### src/rtl/byte_striping_pkg.sv
// Definitions shared by the byte-striping and byte-unstriping stages.
// Lane indices and word geometry live here so both ends agree on lane order.
package byte_striping_pkg;

  localparam int WORD_W = 32;
  localparam int LANES  = 2;

  typedef enum logic {
    LANE0 = 1'b0,
    LANE1 = 1'b1
  } lane_e;

  // Lanes are consumed strictly alternately, so the successor is simply the other lane.
  function automatic lane_e next_lane(input lane_e cur);
    return (cur == LANE0) ? LANE1 : LANE0;
  endfunction

endpackage

### src/rtl/byte_unstriping_lane_fifo.sv
// Per-lane elastic buffer: circular FIFO with a show-ahead head word.
// Pushes into a full FIFO are accepted only when a pop frees a slot on the same edge.
module lane_fifo #(
  parameter int WIDTH = 32,
  parameter int DEPTH = 4
) (
  input  logic             clk_2f,
  input  logic             reset,
  input  logic             push,
  input  logic             pop,
  input  logic [WIDTH-1:0] din,
  output logic [WIDTH-1:0] dout,
  output logic             full,
  output logic             empty
);

  localparam int AW = $clog2(DEPTH);
  localparam logic [AW:0] FULL_CNT = (AW+1)'(DEPTH);

  logic [WIDTH-1:0] mem [DEPTH];
  logic [AW-1:0]    wr_ptr;
  logic [AW-1:0]    rd_ptr;
  logic [AW:0]      count;
  logic             do_push;
  logic             do_pop;

  assign full    = (count == FULL_CNT);
  assign empty   = (count == '0);
  assign do_pop  = pop & ~empty;
  assign do_push = push & (~full | do_pop);
  assign dout    = mem[rd_ptr];

  // Storage carries no reset: an entry is only visible once count covers it.
  always_ff @(posedge clk_2f) begin
    if (do_push) begin
      mem[wr_ptr] <= din;
    end
  end

  always_ff @(posedge clk_2f or posedge reset) begin
    if (reset) begin
      wr_ptr <= '0;
      rd_ptr <= '0;
      count  <= '0;
    end else begin
      if (do_push) begin
        wr_ptr <= wr_ptr + 1'b1;
      end
      if (do_pop) begin
        rd_ptr <= rd_ptr + 1'b1;
      end
      case ({do_push, do_pop})
        2'b10:   count <= count + 1'b1;
        2'b01:   count <= count - 1'b1;
        default: count <= count;
      endcase
    end
  end

endmodule

### src/rtl/byte_unstriping.sv
// Recombines the two striped lanes into one in-order word stream.
// Lane 0 carries even-position words, lane 1 odd-position words; lanes are never skipped.
module byte_unstriping
  import byte_striping_pkg::*;
#(
  parameter int WIDTH = WORD_W,
  parameter int DEPTH = 4
) (
  input  logic             clk_2f,
  input  logic             reset,
  input  logic [WIDTH-1:0] lane_0,
  input  logic             valid_in0,
  input  logic [WIDTH-1:0] lane_1,
  input  logic             valid_in1,
  input  logic             ready_in,
  output logic [WIDTH-1:0] data_out,
  output logic             valid_out,
  output logic             err_overflow
);

  lane_e            sel;
  logic [WIDTH-1:0] head0;
  logic [WIDTH-1:0] head1;
  logic [WIDTH-1:0] head;
  logic             full0;
  logic             full1;
  logic             empty0;
  logic             empty1;
  logic             head_empty;
  logic             out_free;
  logic             load;
  logic             pop0;
  logic             pop1;
  logic             drop;

  lane_fifo #(.WIDTH(WIDTH), .DEPTH(DEPTH)) u_fifo0 (
    .clk_2f (clk_2f),
    .reset  (reset),
    .push   (valid_in0),
    .pop    (pop0),
    .din    (lane_0),
    .dout   (head0),
    .full   (full0),
    .empty  (empty0)
  );

  lane_fifo #(.WIDTH(WIDTH), .DEPTH(DEPTH)) u_fifo1 (
    .clk_2f (clk_2f),
    .reset  (reset),
    .push   (valid_in1),
    .pop    (pop1),
    .din    (lane_1),
    .dout   (head1),
    .full   (full1),
    .empty  (empty1)
  );

  // Handshake: a word transfers at an edge where valid_out=1 and ready_in=1. While
  // valid_out=1 and ready_in=0 the output register is frozen. The register may refill
  // on the same edge it is drained, giving one word per cycle.
  assign head       = (sel == LANE0) ? head0 : head1;
  assign head_empty = (sel == LANE0) ? empty0 : empty1;
  assign out_free   = ~valid_out | ready_in;
  assign load       = out_free & ~head_empty;
  assign pop0       = load & (sel == LANE0);
  assign pop1       = load & (sel == LANE1);

  // A push is lost only when its FIFO is full and not being popped on the same edge.
  assign drop = (valid_in0 & full0 & ~pop0) | (valid_in1 & full1 & ~pop1);

  always_ff @(posedge clk_2f or posedge reset) begin
    if (reset) begin
      data_out  <= '0;
      valid_out <= 1'b0;
      sel       <= LANE0;
    end else if (load) begin
      data_out  <= head;
      valid_out <= 1'b1;
      sel       <= next_lane(sel);
    end else if (valid_out && ready_in) begin
      valid_out <= 1'b0;
    end
  end

  always_ff @(posedge clk_2f or posedge reset) begin
    if (reset) begin
      err_overflow <= 1'b0;
    end else if (drop) begin
      err_overflow <= 1'b1;
    end
  end

endmodule

### config.mk
export PLATFORM = sky130hd
export DESIGN_NAME = byte_unstriping
export DESIGN_NICKNAME = d
export VERILOG_FILES = /design/src/rtl/byte_striping_pkg.sv /design/src/rtl/byte_unstriping_lane_fifo.sv /design/src/rtl/byte_unstriping.sv
export SDC_FILE = /design/constraint.sdc
export NUM_CORES = 1
export LEC_CHECK = 0
export CAP_MARGIN = 20
export CORE_MARGIN = 5
export CORE_UTILIZATION = 40
export CTS_CLUSTER_SIZE = 28
export DETAILED_ROUTE_END_ITERATION = 8
export PLACE_DENSITY = 0.73
export SLEW_MARGIN = 20
export SYNTH_ARGS = -nofsm -noshare
export SYNTH_HDL_FRONTEND = slang
export SYNTH_SLANG_ARGS = --single-unit
### constraint.sdc
create_clock -name clk_2f -period 2.15 [get_ports clk_2f]
set_clock_uncertainty 0.05 [all_clocks]
set_input_delay 0.215 -clock clk_2f [delete_from_list [all_inputs] [get_ports clk_2f]]
set_output_delay 0.215 -clock clk_2f [all_outputs]
set_load 0.005 [all_outputs]
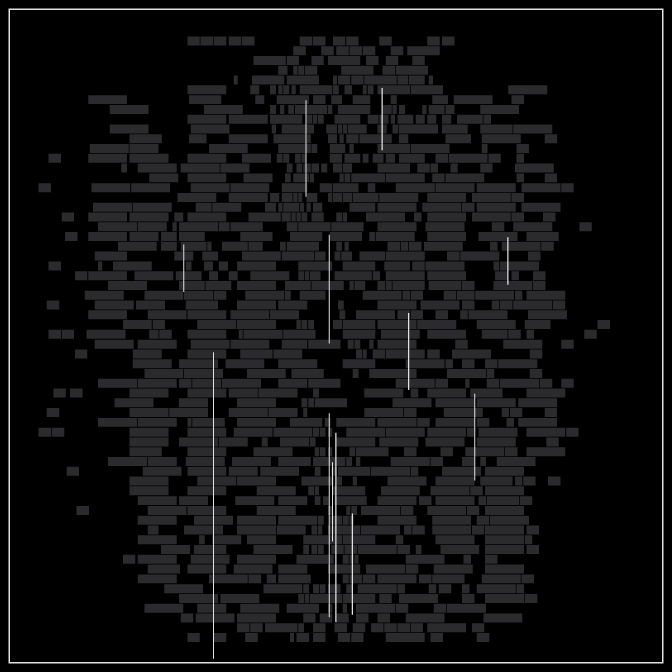
Run 1: M4 wires
share of all routed wire	1.6%
wire length on this layer	388 µm
longest straight run	85.0 µm
main direction	vertical
total wire length: 23800 µm
count of vias placed by the detailed router: 6027

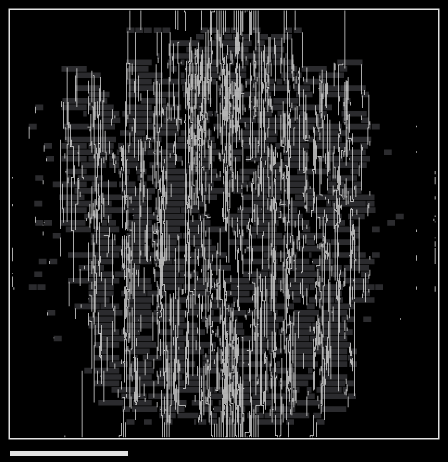
Run 1: the metal 2 layer
Scale bar: 50 µm.
wire length on this layer	11800 µm
longest straight run	72.2 µm
share of all routed wire	50%
met2 layer usage reported by global route: 0.233

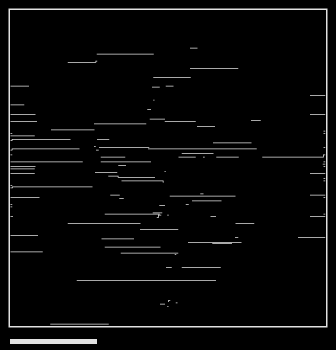
Run 1: met3 routing
Scale bar: 50 µm.
longest straight run	79.6 µm
wire length on this layer	1360 µm
met3 Use GR: 0.0320

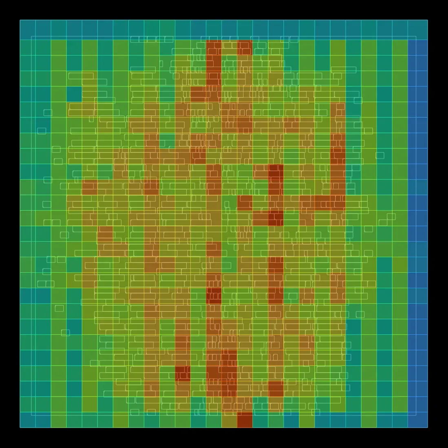
Run 1: congestion heat map
WL/cell: 20.1 µm
global route hottest layer: met2

==> impl_metrics.env, run 1 <==
# physical design summary
export IMPL_crit_type="flip-flop to flip-flop"
export IMPL_cts_root_buf="sky130_fd_sc_hd__clkbuf_16"
export IMPL_first_global_vias=6224
export IMPL_tightest_slew_ns=0.524
export IMPL_power_sequential_mw=8.78
export IMPL_core_region_area_mm2=0.0289
export IMPL_wl_met1_um=10200
export IMPL_postSynth_topFlopCell="sky130_fd_sc_hd__edfxtp_1"
export IMPL_route_met2_wl_um=11800
export IMPL_regToRegStartpoint="valid_out$_DFFE_PP0P_"
export IMPL_design_final_nets=858
export IMPL_post_route_period_util=0.957
export IMPL_clock_net_power_mw=4.88
export IMPL_area_dominant_class="registers"
export IMPL_clock_latency_ns=0.54
export IMPL_cts_tree="yes"
export IMPL_globalRoute_totalOverflow=0
export IMPL_layout_non_clock_buffers=139
export IMPL_register_area_mm2=0.00892
export IMPL_crit_path_max_fanout=4
export IMPL_syn_instance_count=640
export IMPL_area_share_nonclk_buffers=0.106
export IMPL_num_clock_buffers=33
export IMPL_setup_slack_ns=0.0934
export IMPL_clkTransAtPathRegs_ns=0.06
export IMPL_layout_drive_gt1_share=0.178
export IMPL_fp_row_count=62
export IMPL_most_common_layout_cells="sky130_fd_sc_hd__edfxtp_1 (256), sky130_fd_sc_hd__clkdlybuf4s50_1 (102), sky130_fd_sc_hd__mux2i_1 (65), sky130_fd_sc_hd__a21oi_1 (65), sky130_fd_sc_hd__dfrtp_1 (46)"
export IMPL_die_size_x_um=181
export IMPL_synth_cell_type_count=39
export IMPL_top_cells_by_area="sky130_fd_sc_hd__edfxtp_1 (65%), sky130_fd_sc_hd__dfrtp_1 (10%), sky130_fd_sc_hd__mux4_2 (6.1%)"
export IMPL_fp_util=0.407
export IMPL_worstReg2RegEnd="u_fifo1.count[2]$_DFFE_PP0P_"
export IMPL_well_tap_count=384
export IMPL_p_clk_frac=0.242
export IMPL_synth_async_reset_ratio=0.161
export IMPL_critPathCaptureType="flip-flop"
export IMPL_h_tree_levels=1
export IMPL_critPathSlowestCell="sky130_fd_sc_hd__dfrtp_1"
export IMPL_holdWs_ns=0.0136
export IMPL_worstSetupEndpoint="u_fifo1.count[2]$_DFFE_PP0P_"
export IMPL_n_antenna_cell=0
export IMPL_antenna_violating_nets_post_route=0
export IMPL_place_inst=1130
export IMPL_final_cell_count_no_fill=1184
export IMPL_dominant_comb_cell="multiplexers"
export IMPL_fin_tns_setup_ns=0
export IMPL_worst_ep_required_time_ns=2.56
export IMPL_outcome="finished clean"
export IMPL_cts_sink_cnt=305
export IMPL_critPathArrivalTime_ns=2.46
export IMPL_yosysCellCount=640
export IMPL_grt_antenna_before_repair=2
export IMPL_crit_path_max_incr_delay_ns=0.38
export IMPL_simple_gate_share=0.0253
export IMPL_cts_max_path_buffers=3
export IMPL_post_synth_cell_area_avg_um2=18.3
export IMPL_crit_top_cell="sky130_fd_sc_hd__xor2_1"
export IMPL_setup_violations_final=0
export IMPL_switching_power_mw=6.25
export IMPL_cell_chain_critical_path="nor2b_4, buf_4, nor3_2, ha_1, inv_1, fa_1, xor2_1, nor2_1, xor2_1"
export IMPL_slew_limit_headroom=0.651
export IMPL_cts_resized_gates=0
export IMPL_critical_path_depth=9
export IMPL_hpwl_um=16100
export IMPL_synth_top_cell_by_area="sky130_fd_sc_hd__edfxtp_1"
export IMPL_floorplan_die_height_um=181
export IMPL_drt_initial_drc_count=421
export IMPL_p_sw_frac=0.309
export IMPL_timing_hold_violations_final=0
export IMPL_grt_max_degree=66
export IMPL_fillCellCount=2357
export IMPL_p_seq_frac=0.434
export IMPL_final_routed_drc_violation_total=0
export IMPL_area_growth_syn_to_layout_pct=23.4
export IMPL_critPathLaunchType="flip-flop"
export IMPL_report_power_total_mw=20.2
export IMPL_dominant_power_group="registers"
export IMPL_mappedNetlistNets=721
export IMPL_die_outline_area_mm2=0.0329
export IMPL_comb_share=0.177
export IMPL_worst_r2r_path_depth=9
export IMPL_final_util=0.502
export IMPL_layout_comb_gates_multi_input=285
export IMPL_synth_sequential_area_ratio=0.759
export IMPL_clk_share=0.0638
export IMPL_port_buffers=102
export IMPL_drv_cap=0
export IMPL_dpl_worst_slack_ns=-0.198
export IMPL_placed_area_mm2=0.0136
export IMPL_xor_area_frac=0.00895
export IMPL_yosys_area_mm2=0.0117
export IMPL_cts_hold_buf=0
export IMPL_mux_share=0.118
export IMPL_number_of_flip_flops_and_latches=305
export IMPL_layout_area_comb_mm2=0.00256
export IMPL_postSynthRegisterBits=305
export IMPL_dr_pass1_iters=4
export IMPL_fin_area_mm2=0.0145
export IMPL_critical_path_top_delay_family="adder cells"
export IMPL_met3WireLength_um=1360
export IMPL_gr_usage_met1=0.195
export IMPL_cts_setup_buffers=0
export IMPL_synth_adder_area_share=0.0141
export IMPL_pins_over_their_slew_limit=0
export IMPL_non_clock_inverter_count=17
export IMPL_first_pass_grt_wire_length_um=36500
export IMPL_synth_top_cell_area_share=0.655
export IMPL_synth_dominant_cell_count="sky130_fd_sc_hd__edfxtp_1"
export IMPL_and_or_or_and_share_of_the_synthesized_area=0.0503
export IMPL_vdd_ir_drop_max_mv=0.637
export IMPL_top_regs="u_fifo0.mem x128, u_fifo1.mem x128, data_out x32"
export IMPL_period_needed_ns=2.06
export IMPL_gp_routability_congestion=0.785
export IMPL_maximum_clock_rate_mhz=486
export IMPL_unrepaired_setup_endpoints_after_global_routing="false"
export IMPL_cp_buffers_inverters=2
export IMPL_setup_worst_path_start="valid_out$_DFFE_PP0P_"
export IMPL_cts_made_buffers=29
export IMPL_globalRouteTotalUtil=0.142
export IMPL_synth_warnings=0
export IMPL_leakage_dissipation_nw=5.11
export IMPL_lay_top_count="sky130_fd_sc_hd__edfxtp_1"
export IMPL_edff_count_synth=256
export IMPL_power_per_cell_area_mw_per_mm2=1400
export IMPL_top_metal_used="met5"
export IMPL_power_frac_comb=0.324
export IMPL_reg2reg_setup_slack_ns=0.09
export IMPL_seqAreaFraction=0.616
export IMPL_hold_path_class="input pin to asynchronous set/reset pin"
export IMPL_comb_power_mw=6.56
export IMPL_routed_via_density=5.09
export IMPL_stage_log_warnings=32
export IMPL_synth_area_mm2=0.0117
export IMPL_synthTopCellsByCount="sky130_fd_sc_hd__edfxtp_1 (256), sky130_fd_sc_hd__a21oi_1 (65), sky130_fd_sc_hd__mux2i_1 (65)"
export IMPL_num_io_pins=103
export IMPL_power_internal_mw=14.0
Run 1, M1 wires:
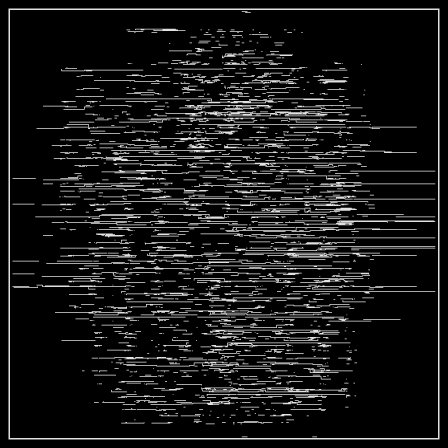

==> inputs of run 2 (changes only) <==
- CTS_BUF_LIST: not set -> sky130_fd_sc_hd__clkbuf_8 sky130_fd_sc_hd__clkbuf_16
- CTS_CLUSTER_SIZE: 28 -> 14
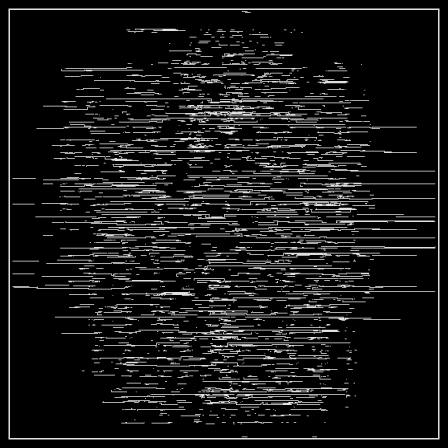
Run 2: M1 wires
nets with wire on the layer	807
share of all routed wire	44%
longest straight run	62.1 µm
main direction	horizontal
wire length on this layer	10300 µm
total wire length: 23600 µm
count of vias placed by the detailed router: 6010
global routing met1 resource utilization: 0.196

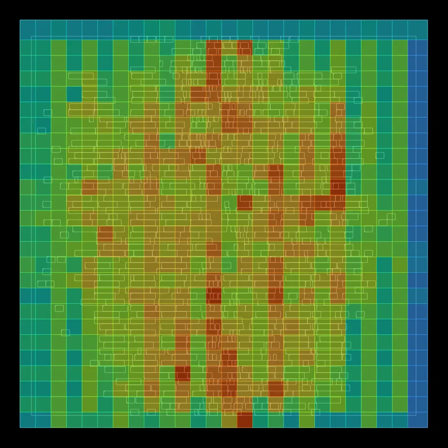
Run 2: congestion heat map
WL/cell: 19.9 µm
met2 layer usage reported by global route: 0.227
final core area utilization: 0.501
global router's overall resource usage: 0.141

==> impl_metrics.env, run 2 <==
# physical design summary
export IMPL_area_share_nonclk_buffers=0.106
export IMPL_drv_cap=0
export IMPL_synth_cell_type_count=39
export IMPL_final_cell_count_no_fill=1183
export IMPL_dominant_comb_cell="multiplexers"
export IMPL_antenna_violating_nets_post_route=0
export IMPL_synth_dominant_cell_count="sky130_fd_sc_hd__edfxtp_1"
export IMPL_and_or_or_and_share_of_the_synthesized_area=0.0503
export IMPL_setup_violations_final=0
export IMPL_layout_non_clock_buffers=139
export IMPL_postSynth_topFlopCell="sky130_fd_sc_hd__edfxtp_1"
export IMPL_number_of_flip_flops_and_latches=305
export IMPL_fillCellCount=2360
export IMPL_critPathLaunchType="flip-flop"
export IMPL_dominant_power_group="registers"
export IMPL_cell_chain_critical_path="nor2b_4, buf_4, nor3_2, ha_1, inv_1, fa_1, xor2_1, nor2_1, xor2_1"
export IMPL_leakage_dissipation_nw=5.11
export IMPL_worstReg2RegEnd="u_fifo1.count[2]$_DFFE_PP0P_"
export IMPL_stage_log_warnings=32
export IMPL_floorplan_die_height_um=181
export IMPL_top_cells_by_area="sky130_fd_sc_hd__edfxtp_1 (65%), sky130_fd_sc_hd__dfrtp_1 (10%), sky130_fd_sc_hd__mux4_2 (6.1%)"
export IMPL_worst_ep_required_time_ns=2.56
export IMPL_area_dominant_class="registers"
export IMPL_setup_slack_ns=0.0922
export IMPL_placed_area_mm2=0.0136
export IMPL_synth_top_cell_area_share=0.655
export IMPL_crit_path_max_fanout=4
export IMPL_clock_net_power_mw=4.69
export IMPL_critPathSlowestCell="sky130_fd_sc_hd__dfrtp_1"
export IMPL_most_common_layout_cells="sky130_fd_sc_hd__edfxtp_1 (256), sky130_fd_sc_hd__clkdlybuf4s50_1 (102), sky130_fd_sc_hd__mux2i_1 (65), sky130_fd_sc_hd__a21oi_1 (65), sky130_fd_sc_hd__dfrtp_1 (46)"
export IMPL_fp_row_count=62
export IMPL_p_sw_frac=0.310
export IMPL_h_tree_levels=1
export IMPL_top_regs="u_fifo0.mem x128, u_fifo1.mem x128, data_out x32"
export IMPL_post_synth_cell_area_avg_um2=18.3
export IMPL_post_route_period_util=0.957
export IMPL_design_final_nets=858
export IMPL_wl_met1_um=10300
export IMPL_comb_share=0.177
export IMPL_comb_power_mw=6.56
export IMPL_mux_share=0.118
export IMPL_well_tap_count=384
export IMPL_global_route_hottest_layer="met2"
export IMPL_setup_worst_path_start="valid_out$_DFFE_PP0P_"
export IMPL_place_inst=1130
export IMPL_cts_hold_buf=0
export IMPL_yosysCellCount=640
export IMPL_report_power_total_mw=20.0
export IMPL_register_area_mm2=0.00892
export IMPL_critical_path_depth=9
export IMPL_die_size_x_um=181
export IMPL_p_seq_frac=0.438
export IMPL_core_region_area_mm2=0.0289
export IMPL_slew_limit_headroom=0.643
export IMPL_area_growth_syn_to_layout_pct=23.0
export IMPL_cts_resized_gates=0
export IMPL_syn_instance_count=640
export IMPL_lay_top_count="sky130_fd_sc_hd__edfxtp_1"
export IMPL_fin_tns_setup_ns=0
export IMPL_postSynthRegisterBits=305
export IMPL_edff_count_synth=256
export IMPL_n_antenna_cell=0
export IMPL_cts_setup_buffers=0
export IMPL_cts_sink_cnt=305
export IMPL_worstSetupEndpoint="u_fifo1.count[2]$_DFFE_PP0P_"
export IMPL_fin_area_mm2=0.0144
export IMPL_regToRegStartpoint="valid_out$_DFFE_PP0P_"
export IMPL_route_met2_wl_um=11400
export IMPL_num_clock_buffers=31
export IMPL_globalRoute_totalOverflow=0
export IMPL_clk_share=0.0614
export IMPL_critPathCaptureType="flip-flop"
export IMPL_layout_drive_gt1_share=0.173
export IMPL_synth_sequential_area_ratio=0.759
export IMPL_cts_tree="yes"
export IMPL_drt_initial_drc_count=392
export IMPL_final_routed_drc_violation_total=0
export IMPL_tightest_slew_ns=0.535
export IMPL_synth_adder_area_share=0.0141
export IMPL_num_io_pins=103
export IMPL_vdd_ir_drop_max_mv=0.635
export IMPL_mappedNetlistNets=721
export IMPL_non_clock_inverter_count=17
export IMPL_outcome="finished clean"
export IMPL_gp_routability_congestion=0.785
export IMPL_synth_async_reset_ratio=0.161
export IMPL_synth_warnings=0
export IMPL_worst_r2r_path_depth=9
export IMPL_xor_area_frac=0.00895
export IMPL_layout_area_comb_mm2=0.00256
export IMPL_cts_root_buf="sky130_fd_sc_hd__clkbuf_16"
export IMPL_crit_path_max_incr_delay_ns=0.38
export IMPL_power_internal_mw=13.8
export IMPL_grt_antenna_before_repair=2
export IMPL_first_pass_grt_wire_length_um=36400
export IMPL_grt_max_degree=66
export IMPL_power_per_cell_area_mw_per_mm2=1390
export IMPL_timing_hold_violations_final=0
export IMPL_fp_util=0.407
export IMPL_holdWs_ns=0.0148
export IMPL_die_outline_area_mm2=0.0329
export IMPL_critical_path_top_delay_family="adder cells"
export IMPL_power_sequential_mw=8.77
export IMPL_hpwl_um=16100
export IMPL_cts_made_buffers=29
export IMPL_top_metal_used="met5"
export IMPL_crit_top_cell="sky130_fd_sc_hd__xor2_1"
export IMPL_crit_type="flip-flop to flip-flop"
export IMPL_hold_path_class="input pin to asynchronous set/reset pin"
export IMPL_pins_over_their_slew_limit=0
export IMPL_first_global_vias=6171
export IMPL_maximum_clock_rate_mhz=486
export IMPL_clkTransAtPathRegs_ns=0.06
export IMPL_reg2reg_setup_slack_ns=0.09
export IMPL_met3WireLength_um=1430
export IMPL_synth_area_mm2=0.0117
